`src/rtl/merge_pkg.sv`:
```
// merge_pkg: token bundle and lane helpers shared by merge_lanes.
// Field widths match the default top-level parameters.
package merge_pkg;

    localparam int OC_W      = 5;
    localparam int PV_W      = 15;
    localparam int PC_W      = 4;
    localparam int ZC_W      = 5;
    localparam int BV_W      = 9;
    localparam int BC_W      = 4;
    localparam int MAX_LANES = 16;

    typedef struct packed {
        logic [OC_W-1:0] oc;
        logic [PV_W-1:0] pv;
        logic [PC_W-1:0] pc;
        logic [ZC_W-1:0] zc;
        logic [BV_W-1:0] bv;
        logic [BC_W-1:0] bc;
    } token_t;

    function automatic logic [4:0] popcount_lanes(
        input logic [MAX_LANES-1:0] v
    );
        logic [4:0] n;
        n = '0;
        for (int i = 0; i < MAX_LANES; i++) begin
            n = n + 5'(v[i]);
        end
        return n;
    endfunction

endpackage

```
`src/rtl/merge_lane.sv`:
```
// merge_lane: one lane of merge_lanes; HOLD=1 holds the latest token
// until the tick, HOLD=0 passes only tick-cycle tokens.
module merge_lane
    import merge_pkg::*;
#(
    parameter bit HOLD = 1'b1
) (
    input  logic   clk,
    input  logic   rst,
    input  logic   et,
    input  logic   vl,
    input  token_t tk,
    output logic   o_vl,
    output token_t o_tk,
    output logic   o_col,
    output logic   vl_nxt,
    output logic   col_nxt
);

    token_t tk_nxt;

    if (HOLD) begin : g_hold
        logic   held;
        token_t held_tk;

        always_comb begin
            col_nxt = vl & held;
            vl_nxt  = et & (vl | held);
            tk_nxt  = vl ? tk : held_tk;
        end

        always_ff @(posedge clk) begin
            if (rst) begin
                held <= 1'b0;
            end else if (et) begin
                held <= 1'b0;
            end else if (vl) begin
                held <= 1'b1;
            end
        end

        always_ff @(posedge clk) begin
            if (!et && vl) begin
                held_tk <= tk;
            end
        end
    end else begin : g_pass
        // A token that misses the tick has nowhere to go.
        always_comb begin
            col_nxt = vl & ~et;
            vl_nxt  = et & vl;
            tk_nxt  = tk;
        end
    end

    always_ff @(posedge clk) begin
        if (rst) begin
            o_vl  <= 1'b0;
            o_col <= 1'b0;
        end else begin
            o_vl  <= vl_nxt;
            o_col <= col_nxt;
        end
    end

    always_ff @(posedge clk) begin
        if (et) begin
            o_tk <= tk_nxt;
        end
    end

endmodule

```
`src/rtl/merge_lanes.sv`:
```
// merge_lanes: holds per-lane tokens and releases them together on i_et.
// Define MERGE_ERR_CNT_EN to build the saturating collision counter.
module merge_lanes
    import merge_pkg::*;
#(
    parameter int NLANE     = 8,
    parameter int OCW       = OC_W,
    parameter int PVW       = PV_W,
    parameter int PCW       = PC_W,
    parameter int ZCW       = ZC_W,
    parameter int BVW       = BV_W,
    parameter int BCW       = BC_W,
    parameter int HOLD_LAST = 0
) (
    input  logic                       clk,
    input  logic                       rst,
    input  logic                       i_et,
    input  logic                       i_vl [1:NLANE],
    input  token_t                     i_tk [1:NLANE],
    output logic                       o_vl [1:NLANE],
    output token_t                     o_tk [1:NLANE],
    output logic [$clog2(NLANE+1)-1:0] o_cnt,
    output logic                       o_col,
    output logic                       o_err,
    output logic [15:0]                o_err_cnt
);

    localparam int CW  = $clog2(NLANE + 1);
    localparam int TKW = OCW + PVW + PCW + ZCW + BVW + BCW;

    // Token layout is fixed by the package; this block only exists
    // when the width parameters disagree with it.
    if (TKW != $bits(token_t)) begin : g_tkw_mismatch
    end

    logic [MAX_LANES-1:0] vl_nxt;
    logic [MAX_LANES-1:0] col_nxt;
    logic [MAX_LANES-1:0] col_q;

    for (genvar l = 1; l <= NLANE; l++) begin : g_lane
        merge_lane #(
            .HOLD(l < NLANE || HOLD_LAST != 0)
        ) u_lane (
            .clk    (clk),
            .rst    (rst),
            .et     (i_et),
            .vl     (i_vl[l]),
            .tk     (i_tk[l]),
            .o_vl   (o_vl[l]),
            .o_tk   (o_tk[l]),
            .o_col  (col_q[l-1]),
            .vl_nxt (vl_nxt[l-1]),
            .col_nxt(col_nxt[l-1])
        );
    end

    for (genvar i = NLANE; i < MAX_LANES; i++) begin : g_pad
        assign vl_nxt[i]  = 1'b0;
        assign col_nxt[i] = 1'b0;
        assign col_q[i]   = 1'b0;
    end

    assign o_col = |col_q;

    always_ff @(posedge clk) begin
        if (rst) begin
            o_cnt <= '0;
            o_err <= 1'b0;
        end else begin
            o_cnt <= CW'(popcount_lanes(vl_nxt));
            if (|col_nxt) begin
                o_err <= 1'b1;
            end
        end
    end

`ifdef MERGE_ERR_CNT_EN
    logic [16:0] err_sum;

    assign err_sum = {1'b0, o_err_cnt}
                   + 17'(popcount_lanes(col_nxt));

    always_ff @(posedge clk) begin
        if (rst) begin
            o_err_cnt <= '0;
        end else begin
            o_err_cnt <= err_sum[16] ? 16'hFFFF : err_sum[15:0];
        end
    end
`else
    assign o_err_cnt = '0;
`endif

endmodule

```
`config.mk`:
```
export PLATFORM = sky130hd
export DESIGN_NAME = merge_lanes
export DESIGN_NICKNAME = d
export VERILOG_FILES = /design/src/rtl/merge_pkg.sv /design/src/rtl/merge_lane.sv /design/src/rtl/merge_lanes.sv
export SDC_FILE = /design/constraint.sdc
export NUM_CORES = 1
export LEC_CHECK = 0
export CORE_AREA = 2 2 275 277
export DETAILED_ROUTE_END_ITERATION = 10
export DIE_AREA = 0 0 277 279
export PLACE_DENSITY = 0.7
export SLEW_MARGIN = 20
export SYNTH_ARGS = -nofsm -noshare
export SYNTH_HDL_FRONTEND = slang
export SYNTH_SLANG_ARGS = --single-unit
```
`constraint.sdc`:
```
create_clock -name clk -period 8.4 [get_ports clk]
set_clock_uncertainty 0.05 [all_clocks]
set_input_delay 0.84 -clock clk [delete_from_list [all_inputs] [get_ports clk]]
set_output_delay 0.84 -clock clk [all_outputs]
set_load 0.05 [all_outputs]
```
Figure 1. Cell classes on the final placement.
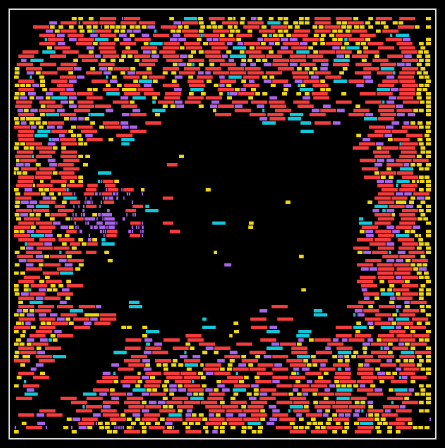
[other buffers and delay cells] yellow | cells: 717 | share of their area: 21%
[clock drivers and dummy loads] cyan | cells: 131 | share of their area: 6.8%
[all other logic] purple | cells: 391 | share of their area: 14%
[flip-flops] red | cells: 658 | share of their area: 58%
sequential cell area share: 55.88%
Design Area, Final: 34860 um^2

Figure 2. Power grid.
The bar under the picture is 100 um long. Pins as bars on the die edge.
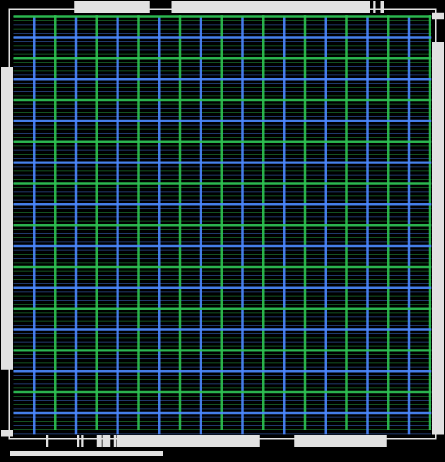
[VDD] green
[VSS] blue
met1 rails: 101
rows: 100
met5 straps: 20
Die H: 279 um
area of the core: 74070 um^2
width of the die: 277 um
maximum vdd ir drop: 0.1619 mV

==> flow_summary.html <==
<h3>Flow metrics</h3>
<table>
<tr><th>Metric</th><th>Value</th></tr>
<tr><th colspan="2">Clock tree</th></tr>
<tr><td>Clock latency on the worst-skew pair</td><td>0.61 ns</td></tr>
<tr><td>Number of setup buffers added after CTS</td><td>0</td></tr>
<tr><td>Clock tree from TritonCTS</td><td>yes</td></tr>
<tr><td>Total clock buffers created by CTS</td><td>71</td></tr>
<tr><th colspan="2">Cells and area</th></tr>
<tr><td>Largest register FFs</td><td>336</td></tr>
<tr><td>Number of inserted filler cells in the final layout</td><td>6186</td></tr>
<tr><td>Share of cells above drive strength 1</td><td>22.98%</td></tr>
<tr><td>Non-clock buffer share of cell area</td><td>20.57%</td></tr>
<tr><td>Clock network area share</td><td>6.590%</td></tr>
<tr><td>Most frequent logic cell in the layout</td><td>clkdlybuf4s50_1</td></tr>
<tr><td>Count of antenna diodes in the layout</td><td>5</td></tr>
<tr><th colspan="2">Setup path</th></tr>
<tr><td>Worst Setup SP</td><td>i_vl[6]</td></tr>
<tr><td>Category of the worst setup path capture point</td><td>flip-flop</td></tr>
<tr><td>Worst setup SP type</td><td>primary input</td></tr>
<tr><td>Cells on worst reg2reg path</td><td>10</td></tr>
<tr><th colspan="2">GRT</th></tr>
<tr><td>GR met2 Demand/Resource</td><td>26.41%</td></tr>
<tr><td>Vias in the first global route</td><td>13700</td></tr>
<tr><td>Met3 Use GR</td><td>6.485%</td></tr>
<tr><td>Maximum number of pins on one net before global-route repair</td><td>73</td></tr>
<tr><td>Total gr overflow</td><td>0</td></tr>
<tr><th colspan="2">STA</th></tr>
<tr><td>Setup violators final</td><td>0</td></tr>
<tr><td>Hold violation total from the final report</td><td>0</td></tr>
<tr><td>Worst slew pin tran</td><td>0.9706 ns</td></tr>
<tr><th colspan="2">Yosys</th></tr>
<tr><td>Mux frac, synth</td><td>16.68%</td></tr>
<tr><td>Synthesized area</td><td>24640 um^2</td></tr>
<tr><td>Area fraction in full adders, half adders and majority gates</td><td>0.4773%</td></tr>
<tr><td>Comb area leader</td><td>multiplexers</td></tr>
<tr><td>Cells in synth_stat.txt</td><td>1097</td></tr>
<tr><td>Top cell type's share of synthesized area</td><td>76.77%</td></tr>
<tr><td>Compound-cell area share of the yosys netlist</td><td>0.2082%</td></tr>
<tr><th colspan="2">Pwr</th></tr>
<tr><td>Reported leakage power</td><td>12.62 nW</td></tr>
<tr><td>Total power after layout</td><td>8.241 mW</td></tr>
<tr><th colspan="2">Status</th></tr>
<tr><td>Run status</td><td>finished clean</td></tr>
<tr><th colspan="2">Placed design</th></tr>
<tr><td>Pre-CTS WS</td><td>3.927 ns</td></tr>
<tr><td>Weighted congestion at the end of routability-driven global placement</td><td>0.8080</td></tr>
</table>
worst min-delay path by stage:
stage,endpoint,slack [ns],start
5_1_grt,g_lane[1].u_lane.o_col,0.45,g_lane[1].u_lane.g_hold.held
3_5_place_dp,g_lane[1].u_lane.o_col,0.40,g_lane[1].u_lane.g_hold.held
2_1_floorplan,g_lane[5].u_lane.o_col,0.38,g_lane[5].u_lane.g_hold.held
3_3_place_gp,g_lane[1].u_lane.o_col,0.40,g_lane[1].u_lane.g_hold.held
6_report,g_lane[1].u_lane.o_col,0.41,g_lane[1].u_lane.g_hold.held
4_1_cts,g_lane[1].u_lane.o_col,0.41,g_lane[1].u_lane.g_hold.held
report_power, final:
part | switching [mW] | internal, mW
clock network | 1.31 | 1.76
registers | 0.0693 | 3.86
logic | 0.723 | 0.514
total | 2.10 | 6.14
Power is estimated from default activity; no workload was simulated.
